<file path="src/rtl/axi_lite_pkg.sv">
// Shared AXI4-Lite types: response codes, write/read FSM states and
// 32-bit default address/data types used by the AXI4-Lite slaves.
package axi_lite_pkg;

    localparam int ADDR_W_DEF = 32;
    localparam int DATA_W_DEF = 32;

    typedef logic [ADDR_W_DEF-1:0] addr_t;
    typedef logic [DATA_W_DEF-1:0] data_t;

    typedef enum logic [1:0] {
        OKAY   = 2'b00,
        SLVERR = 2'b10
    } resp_t;

    typedef enum logic {
        W_IDLE = 1'b0,
        W_RESP = 1'b1
    } w_state_t;

    typedef enum logic {
        R_IDLE = 1'b0,
        R_DATA = 1'b1
    } r_state_t;

endpackage

</file>
<file path="src/rtl/axi_lite_strb_merge.sv">
// Byte-lane merge: each byte of o_data comes from i_new where the
// strobe bit is set, else from i_old.
// Ports: i_old, i_new (DATA_W), i_strb (DATA_W/8) -> o_data (DATA_W).
module axi_lite_strb_merge #(
    parameter int DATA_W = 32
) (
    input  logic [DATA_W-1:0]   i_old,
    input  logic [DATA_W-1:0]   i_new,
    input  logic [DATA_W/8-1:0] i_strb,
    output logic [DATA_W-1:0]   o_data
);

    always_comb begin
        o_data = i_old;
        for (int i = 0; i < DATA_W/8; i++) begin
            if (i_strb[i]) begin
                o_data[i*8 +: 8] = i_new[i*8 +: 8];
            end
        end
    end

endmodule

</file>
<file path="src/rtl/axi_lite_regfile.sv">
// AXI4-Lite slave register file with byte strobes, decoupled AW/W and
// independent read/write FSMs. Register array is named `buffer`.
// Ports: aclk, areset_n (async active-low), AW/W/B and AR/R channels.
// Macro AXI_LITE_REGFILE_ERR_EN: out-of-range accesses answer SLVERR;
// when undefined they answer OKAY (writes dropped, reads return 0).
module axi_lite_regfile
    import axi_lite_pkg::*;
#(
    parameter int ADDR_W   = 32,
    parameter int DATA_W   = 32,
    parameter int NUM_REGS = 16
) (
    input  logic                aclk,
    input  logic                areset_n,
    input  logic [ADDR_W-1:0]   awaddr,
    input  logic                awvalid,
    output logic                awready,
    input  logic [DATA_W-1:0]   wdata,
    input  logic [DATA_W/8-1:0] wstrb,
    input  logic                wvalid,
    output logic                wready,
    output logic [1:0]          bresp,
    output logic                bvalid,
    input  logic                bready,
    input  logic [ADDR_W-1:0]   araddr,
    input  logic                arvalid,
    output logic                arready,
    output logic [DATA_W-1:0]   rdata,
    output logic [1:0]          rresp,
    output logic                rvalid,
    input  logic                rready
);

    localparam int BYTES = DATA_W / 8;
    localparam int LSB   = $clog2(BYTES);
    localparam int IDX_W = $clog2(NUM_REGS);
    localparam int HI    = LSB + IDX_W;

    // Any set bit at or above HI means addr >= NUM_REGS*BYTES.
    function automatic logic f_oor(input logic [ADDR_W-1:0] a);
        return |(a >> HI);
    endfunction

    logic [DATA_W-1:0] buffer [NUM_REGS];

    w_state_t r_wstate;
    w_state_t w_wstate_nxt;
    r_state_t r_rstate;
    r_state_t w_rstate_nxt;

    // Keeps the ready outputs low until the first edge after reset.
    logic r_alive;

    logic              r_aw_held;
    logic              r_w_held;
    logic [ADDR_W-1:0] r_awaddr;
    logic [DATA_W-1:0] r_wdata;
    logic [BYTES-1:0]  r_wstrb;
    logic [DATA_W-1:0] r_rdata;

    logic              w_aw_hs;
    logic              w_w_hs;
    logic              w_ar_hs;
    logic              w_commit;
    logic [ADDR_W-1:0] w_waddr;
    logic [DATA_W-1:0] w_wd;
    logic [BYTES-1:0]  w_ws;
    logic [IDX_W-1:0]  w_widx;
    logic              w_woor;
    logic [DATA_W-1:0] w_merged;
    logic [IDX_W-1:0]  w_ridx;
    logic              w_roor;
    logic              w_unused_addr;

    assign w_aw_hs = awvalid && awready;
    assign w_w_hs  = wvalid && wready;
    assign w_ar_hs = arvalid && arready;

    // Commit on the edge completing the later of AW and W.
    assign w_commit = (r_wstate == W_IDLE)
                    && (w_aw_hs || r_aw_held)
                    && (w_w_hs || r_w_held);

    assign w_waddr = w_aw_hs ? awaddr : r_awaddr;
    assign w_wd    = w_w_hs ? wdata : r_wdata;
    assign w_ws    = w_w_hs ? wstrb : r_wstrb;
    assign w_widx  = w_waddr[LSB +: IDX_W];
    assign w_woor  = f_oor(w_waddr);

    assign w_ridx = araddr[LSB +: IDX_W];
    assign w_roor = f_oor(araddr);

    // Sub-word address bits are ignored: accesses are silently aligned.
    assign w_unused_addr = ^{w_waddr[LSB-1:0], araddr[LSB-1:0]};

    axi_lite_strb_merge #(
        .DATA_W (DATA_W)
    ) u_merge (
        .i_old  (buffer[w_widx]),
        .i_new  (w_wd),
        .i_strb (w_ws),
        .o_data (w_merged)
    );

    // State registers
    always_ff @(posedge aclk or negedge areset_n) begin
        if (!areset_n) begin
            r_wstate <= W_IDLE;
            r_rstate <= R_IDLE;
        end else begin
            r_wstate <= w_wstate_nxt;
            r_rstate <= w_rstate_nxt;
        end
    end

    // Next-state logic
    always_comb begin
        w_wstate_nxt = r_wstate;
        unique case (r_wstate)
            W_IDLE: if (w_commit) w_wstate_nxt = W_RESP;
            W_RESP: if (bready) w_wstate_nxt = W_IDLE;
            default: w_wstate_nxt = W_IDLE;
        endcase
    end

    always_comb begin
        w_rstate_nxt = r_rstate;
        unique case (r_rstate)
            R_IDLE: if (w_ar_hs) w_rstate_nxt = R_DATA;
            R_DATA: if (rready) w_rstate_nxt = R_IDLE;
            default: w_rstate_nxt = R_IDLE;
        endcase
    end

    // Outputs derived from state only
    always_comb begin
        awready = 1'b0;
        wready  = 1'b0;
        arready = 1'b0;
        bvalid  = (r_wstate == W_RESP);
        rvalid  = (r_rstate == R_DATA);
        if (r_alive && r_wstate == W_IDLE) begin
            awready = !r_aw_held;
            wready  = !r_w_held;
        end
        if (r_alive && r_rstate == R_IDLE) begin
            arready = 1'b1;
        end
    end

    // Held flags and latched write payload
    always_ff @(posedge aclk or negedge areset_n) begin
        if (!areset_n) begin
            r_alive   <= 1'b0;
            r_aw_held <= 1'b0;
            r_w_held  <= 1'b0;
            r_awaddr  <= '0;
            r_wdata   <= '0;
            r_wstrb   <= '0;
        end else begin
            r_alive <= 1'b1;
            if (w_commit) begin
                r_aw_held <= 1'b0;
                r_w_held  <= 1'b0;
            end else begin
                if (w_aw_hs) begin
                    r_aw_held <= 1'b1;
                    r_awaddr  <= awaddr;
                end
                if (w_w_hs) begin
                    r_w_held <= 1'b1;
                    r_wdata  <= wdata;
                    r_wstrb  <= wstrb;
                end
            end
        end
    end

    // Register array
    always_ff @(posedge aclk or negedge areset_n) begin
        if (!areset_n) begin
            for (int i = 0; i < NUM_REGS; i++) begin
                buffer[i] <= '0;
            end
        end else if (w_commit && !w_woor) begin
            buffer[w_widx] <= w_merged;
        end
    end

    // Read data: captured before any same-edge write lands
    always_ff @(posedge aclk or negedge areset_n) begin
        if (!areset_n) begin
            r_rdata <= '0;
        end else if (w_ar_hs) begin
            r_rdata <= w_roor ? '0 : buffer[w_ridx];
        end else if (rvalid && rready) begin
            r_rdata <= '0;
        end
    end

    assign rdata = r_rdata;

`ifdef AXI_LITE_REGFILE_ERR_EN
    resp_t r_bresp;
    resp_t r_rresp;

    always_ff @(posedge aclk or negedge areset_n) begin
        if (!areset_n) begin
            r_bresp <= OKAY;
            r_rresp <= OKAY;
        end else begin
            if (w_commit) begin
                r_bresp <= w_woor ? SLVERR : OKAY;
            end
            if (w_ar_hs) begin
                r_rresp <= w_roor ? SLVERR : OKAY;
            end
        end
    end

    assign bresp = r_bresp;
    assign rresp = r_rresp;
`else
    assign bresp = OKAY;
    assign rresp = OKAY;
`endif

endmodule
</file>
<file path="config.mk">
export PLATFORM = sky130hd
export DESIGN_NAME = axi_lite_regfile
export DESIGN_NICKNAME = d
export VERILOG_FILES = /design/src/rtl/axi_lite_pkg.sv /design/src/rtl/axi_lite_strb_merge.sv /design/src/rtl/axi_lite_regfile.sv
export SDC_FILE = /design/constraint.sdc
export NUM_CORES = 1
export LEC_CHECK = 0
export CAP_MARGIN = 20
export CORE_AREA = 3 3 259 261
export CTS_BUF_LIST = sky130_fd_sc_hd__clkbuf_4 sky130_fd_sc_hd__clkbuf_8 sky130_fd_sc_hd__clkbuf_16
export CTS_CLUSTER_DIAMETER = 80
export DETAILED_ROUTE_END_ITERATION = 8
export DIE_AREA = 0 0 262 264
export PLACE_DENSITY = 0.67
export SLEW_MARGIN = 10
export SYNTH_ARGS = -nofsm -noshare
export SYNTH_HDL_FRONTEND = slang
export SYNTH_HIERARCHICAL = 1
export SYNTH_SLANG_ARGS = --single-unit
</file>
<file path="constraint.sdc">
create_clock -name aclk -period 3.4 [get_ports aclk]
set_input_delay 0.85 -clock aclk [delete_from_list [all_inputs] [get_ports aclk]]
set_output_delay 0.85 -clock aclk [all_outputs]
set_load 0.01 [all_outputs]
</file>
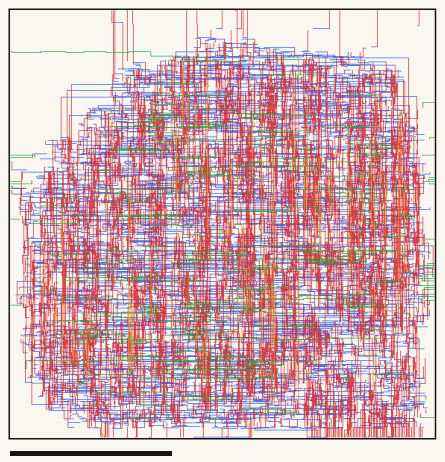
**Above:** wiring by layer.
Bar = 100 um.
metal 2 -> red  # wire length 46.7 mm
metal 3 -> green  # wire length 6,070 um
metal 1 -> blue  # wire length 39.6 mm
metal 4 -> orange  # wire length 3,840 um
detailed-route wire length: 96,200 um
Via Count: 22,750
Global Route Usage Sum: 28.1%
average wire length per cell after detail routing: 26.5 um

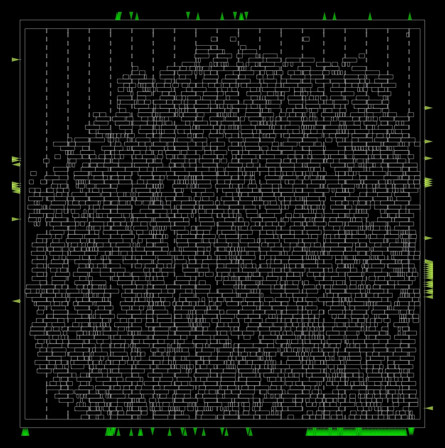
**Above:** cell placement.
total number of sequential cells: 615
fill cell count: 5,112
Core ar.: 64,700 sq um
tap cells: 855
final cell utilization of the core: 59.5%

==> flow_results.xml <==
<?xml version="1.0" encoding="UTF-8"?>
<metrics>
  <group name="final_timing">
    <metric name="layout_min_cycle_time" unit="ns">3.34</metric>
    <metric name="final_slew_viol_count" unit="">0</metric>
    <metric name="maxSlewHeadroom" unit="%">48.8</metric>
    <metric name="worst_case_hold_slack" unit="ns">0.209</metric>
    <metric name="rsz0062_at_grt" unit="">yes</metric>
    <metric name="timing.final.setup_violations" unit="">0</metric>
    <metric name="final_worst_clock_skew" unit="ns">0.0298</metric>
    <metric name="max_freq" unit="MHz">299</metric>
    <metric name="finalHoldViolCount" unit="">0</metric>
    <metric name="worst-slew-pin-transition" unit="ns">0.769</metric>
  </group>
  <group name="grt">
    <metric name="global_route.usage.met1" unit="%">37.9</metric>
    <metric name="global_route.peak_usage_layer" unit="">met2</metric>
    <metric name="grt_pass1_wl" unit="um">147000</metric>
    <metric name="first_global_vias" unit="">23797</metric>
    <metric name="grt_start_max_net_pins" unit="">82</metric>
    <metric name="grt_antenna_before_repair" unit="">0</metric>
    <metric name="grt_overflow_total" unit="">0</metric>
  </group>
  <group name="outcome">
    <metric name="run_status" unit="">finished clean</metric>
  </group>
  <group name="cells_and_area">
    <metric name="nets" unit="">2834</metric>
    <metric name="layout_cells_sized_above_1" unit="%">40.2</metric>
    <metric name="finalInstanceArea" unit="sq um">38500</metric>
  </group>
  <group name="clock_network">
    <metric name="clock_path_buffers" unit="">3</metric>
    <metric name="clock_sinks" unit="">615</metric>
    <metric name="h_tree_levels" unit="">3</metric>
    <metric name="cts_tree" unit="">yes</metric>
    <metric name="cts-buffers-inserted" unit="">68</metric>
    <metric name="root_buffer" unit="">clkbuf_16</metric>
  </group>
  <group name="yosys">
    <metric name="synth.cells.most_frequent" unit="">dfrtp_1 (615), mux2_2 (567), nand2_1 (302)</metric>
    <metric name="synth_cells" unit="">2556</metric>
    <metric name="postSynthSeqShare" unit="%">47.6</metric>
    <metric name="synth_largest_type_area_fraction" unit="%">47.6</metric>
    <metric name="enable_flop_cells" unit="">0</metric>
    <metric name="asyncSetResetFlopFracSynth" unit="%">100</metric>
    <metric name="synth.yosys.num_cells" unit="">2556</metric>
    <metric name="syn-cell-area" unit="sq um">32300</metric>
    <metric name="synth.area.top_cells" unit="">dfrtp_1 (48%), mux2_2 (20%), mux4_2 (12%)</metric>
    <metric name="post-synth-top-count-cell" unit="">dfrtp_1</metric>
    <metric name="synth_cell_type_count" unit="">44</metric>
    <metric name="yosys_warnings" unit="">6</metric>
    <metric name="synthFlopType" unit="">dfrtp_1</metric>
    <metric name="yosysTopAreaCell" unit="">dfrtp_1</metric>
  </group>
  <group name="worst_setup_path">
    <metric name="cp_data_arrival_time" unit="ns">3.82</metric>
    <metric name="critical_path_class" unit="">input pin to flop</metric>
    <metric name="critical_path.reg2reg.endpoint" unit="">buffer[81]$_DFFE_PN0P_</metric>
    <metric name="setup.worst_path.start" unit="">awvalid</metric>
    <metric name="cp_data_required_time" unit="ns">3.87</metric>
    <metric name="setup.reg_to_reg.worst_slack" unit="ns">0.28</metric>
    <metric name="critical_path_peak_fanout" unit="">45</metric>
    <metric name="worst_setup_path_end_kind" unit="">flop</metric>
    <metric name="rr_worst_depth" unit="">9</metric>
    <metric name="start_kind" unit="">input pin</metric>
    <metric name="r2r-start" unit="">r_aw_held$_DFFE_PN0P_</metric>
  </group>
  <group name="die">
    <metric name="fp-row-count" unit="">93</metric>
    <metric name="core_util_floorplan" unit="%">50.0</metric>
    <metric name="ios" unit="">148</metric>
    <metric name="vert_die_dim" unit="um">264</metric>
    <metric name="fp.dieW" unit="um">262</metric>
    <metric name="chipArea" unit="sq um">69200</metric>
  </group>
  <group name="flow_run">
    <metric name="max-cap-violations" unit="">0</metric>
  </group>
  <group name="min_path">
    <metric name="min-delay-path-class" unit="">input pin to async pin</metric>
  </group>
  <group name="route">
    <metric name="drcViolationCount" unit="">0</metric>
    <metric name="detail_route.first_pass.iterations" unit="">5</metric>
    <metric name="first_iter_violations" unit="">1995</metric>
    <metric name="routed_via_density" unit="">6.26</metric>
  </group>
  <group name="placed_design">
    <metric name="detailed_placement_hpwl" unit="um">62700</metric>
    <metric name="finalWeightedCongestion" unit="">0.878</metric>
    <metric name="placement.io_buffers" unit="">139</metric>
    <metric name="placed_area" unit="sq um">36100</metric>
  </group>
  <group name="pwr">
    <metric name="power_leakage" unit="nW">17.6</metric>
    <metric name="pwr-share-seq" unit="%">32.9</metric>
    <metric name="share_comb_of_total_power" unit="%">37.0</metric>
    <metric name="power_density" unit="nW/um^2">654</metric>
    <metric name="intPower" unit="W">0.0161</metric>
    <metric name="power.group.top" unit="">combinational logic</metric>
    <metric name="total_power" unit="W">0.0252</metric>
    <metric name="clk-power" unit="W">0.00757</metric>
    <metric name="vdd_drop_max" unit="V">0.000401</metric>
  </group>
</metrics>
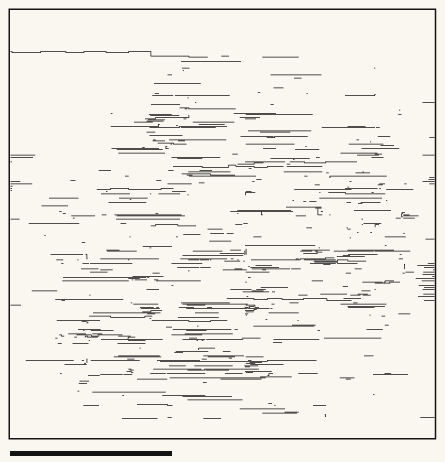
**Above:** signal wires on met3.
Bar = 100 um.
longest straight run = 66.0 um
nets with wire on the layer = 238
share of all routed wire = 6.3%
main direction = horizontal
met3 Usage GRT: 4.65%

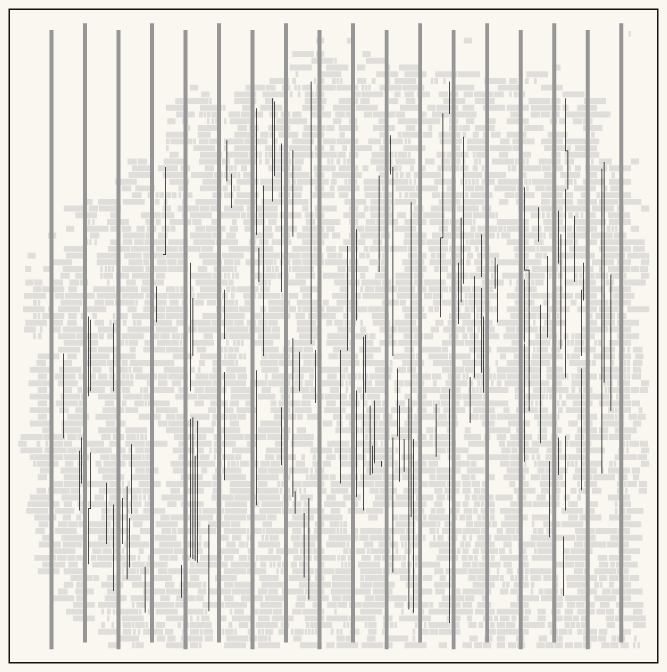
**Above:** met4 routing.
Supply wires on this layer in gray.
share of all routed wire = 4.0%
main direction = vertical
nets with wire on the layer = 62
longest straight run = 127 um
wire length on this layer = 3,840 um

-- logic make-up after synthesis --
family | after synthesis | synth area share [%]
multiplexers | 867 | 36.4
buffers and inverters | 259 | 3.76
flip-flops | 615 | 47.6
other | 2 | 0.0232
AND-OR/OR-AND | 208 | 4.03
AND/OR/NAND/NOR | 605 | 8.18
-- metal layers --
metal | up-vias | wire [um]
li1 | 9712 | -
met1 | 11969 | 39600
met2 | 834 | 46700
met3 | 235 | 6070
met4 | 0 | 3840
met5 | - | 0
-- worst min-delay path by stage --
stage / startpoint / end / slack (ns) / depth (start not counted)
detailed placement: rdata[4]$_DFFE_PN0P_ / rdata[4]$_DFFE_PN0P_ / 0.47 / 2
finish: areset_n / r_awaddr[6]$_DFFE_PN0N_ / 0.21 / 1
CTS: areset_n / r_awaddr[6]$_DFFE_PN0N_ / 0.21 / 1
global placement: rdata[25]$_DFFE_PN0P_ / rdata[25]$_DFFE_PN0P_ / 0.46 / 2
global route: areset_n / r_awaddr[6]$_DFFE_PN0N_ / 0.23 / 1
floorplan: buffer[262]$_DFFE_PN0P_ / buffer[262]$_DFFE_PN0P_ / 0.48 / 1
-- cell type report --
class                           count  area, sq um  area share, %
Multi-Input combinational cell   1686        15900           41.3
Clock inverter                     17          195          0.507
Clock buffer                      103         2120           5.50
Timing Repair Buffer              321         3700           9.60
Antenna cell                        1         2.50        0.00650
Inverter                           35          131          0.341
Sequential cell                   615        15400           40.0
Tap cell                          855         1070           2.78
-- layout by cell type, fill, tap and decap left out, types with 30 or more instances in the layout --
cell type,netlist,layout
inv_1,35,35
a31oi_1,33,32
dfrtp_1,615,615
buf_12,0,75
nor2_1,121,120
mux2_2,567,567
mux2_4,33,33
o21ai_0,52,51
mux2i_1,79,77
nand2_1,302,302
clkdlybuf4s50_1,0,134
buf_4,8,107
clkbuf_16,0,71
o22ai_1,30,30
mux4_2,177,177
a21oi_1,40,40
nand3_1,81,70
-- registers in the layout (all words and copies together) (netlist names) --
| register | cells |
|---|---|
| r_alive | 1 |
| bvalid | 1 |
| rvalid | 1 |
| r_w_held | 1 |
| rdata | 32 |
| r_wstrb | 4 |
| buffer | 512 |
| r_wdata | 32 |
| r_aw_held | 1 |
| r_awaddr | 30 |
-- critical path, cell delays in order --
cell and delay [ns]:
clkdlybuf4s50_1 0.48, and4bb_1 0.26, buf_12 0.16, mux2_8 0.44, buf_12 0.22, mux2i_1 0.22, o22ai_1 0.11, a311o_1 0.35
mux2_4 0.36, mux2_2 0.29
-- timing repair --
item | CTS | global route
hold endpoints to repair | 0 | 0
buffers inserted | 0 | 4
resized | 0 | 3
endpoints found under the setup margin | 0 | 296
-- metrics by stage --
stage          setup WS, ns  TNS [ns]  instances  utilization (%)
3_5_place_dp         -0.604   -273.20       3507             55.8
6_report             0.0569         0       3633             59.5
5_1_grt             -0.0135   -0.0511       3632             59.5
2_1_floorplan       0.00641         0       2559                -
3_3_place_gp         -0.527   -244.26       3507             55.8
4_1_cts              0.0234         0       3627             59.4
Power figures rest on the tool's default switching activity, not on a simulated workload.
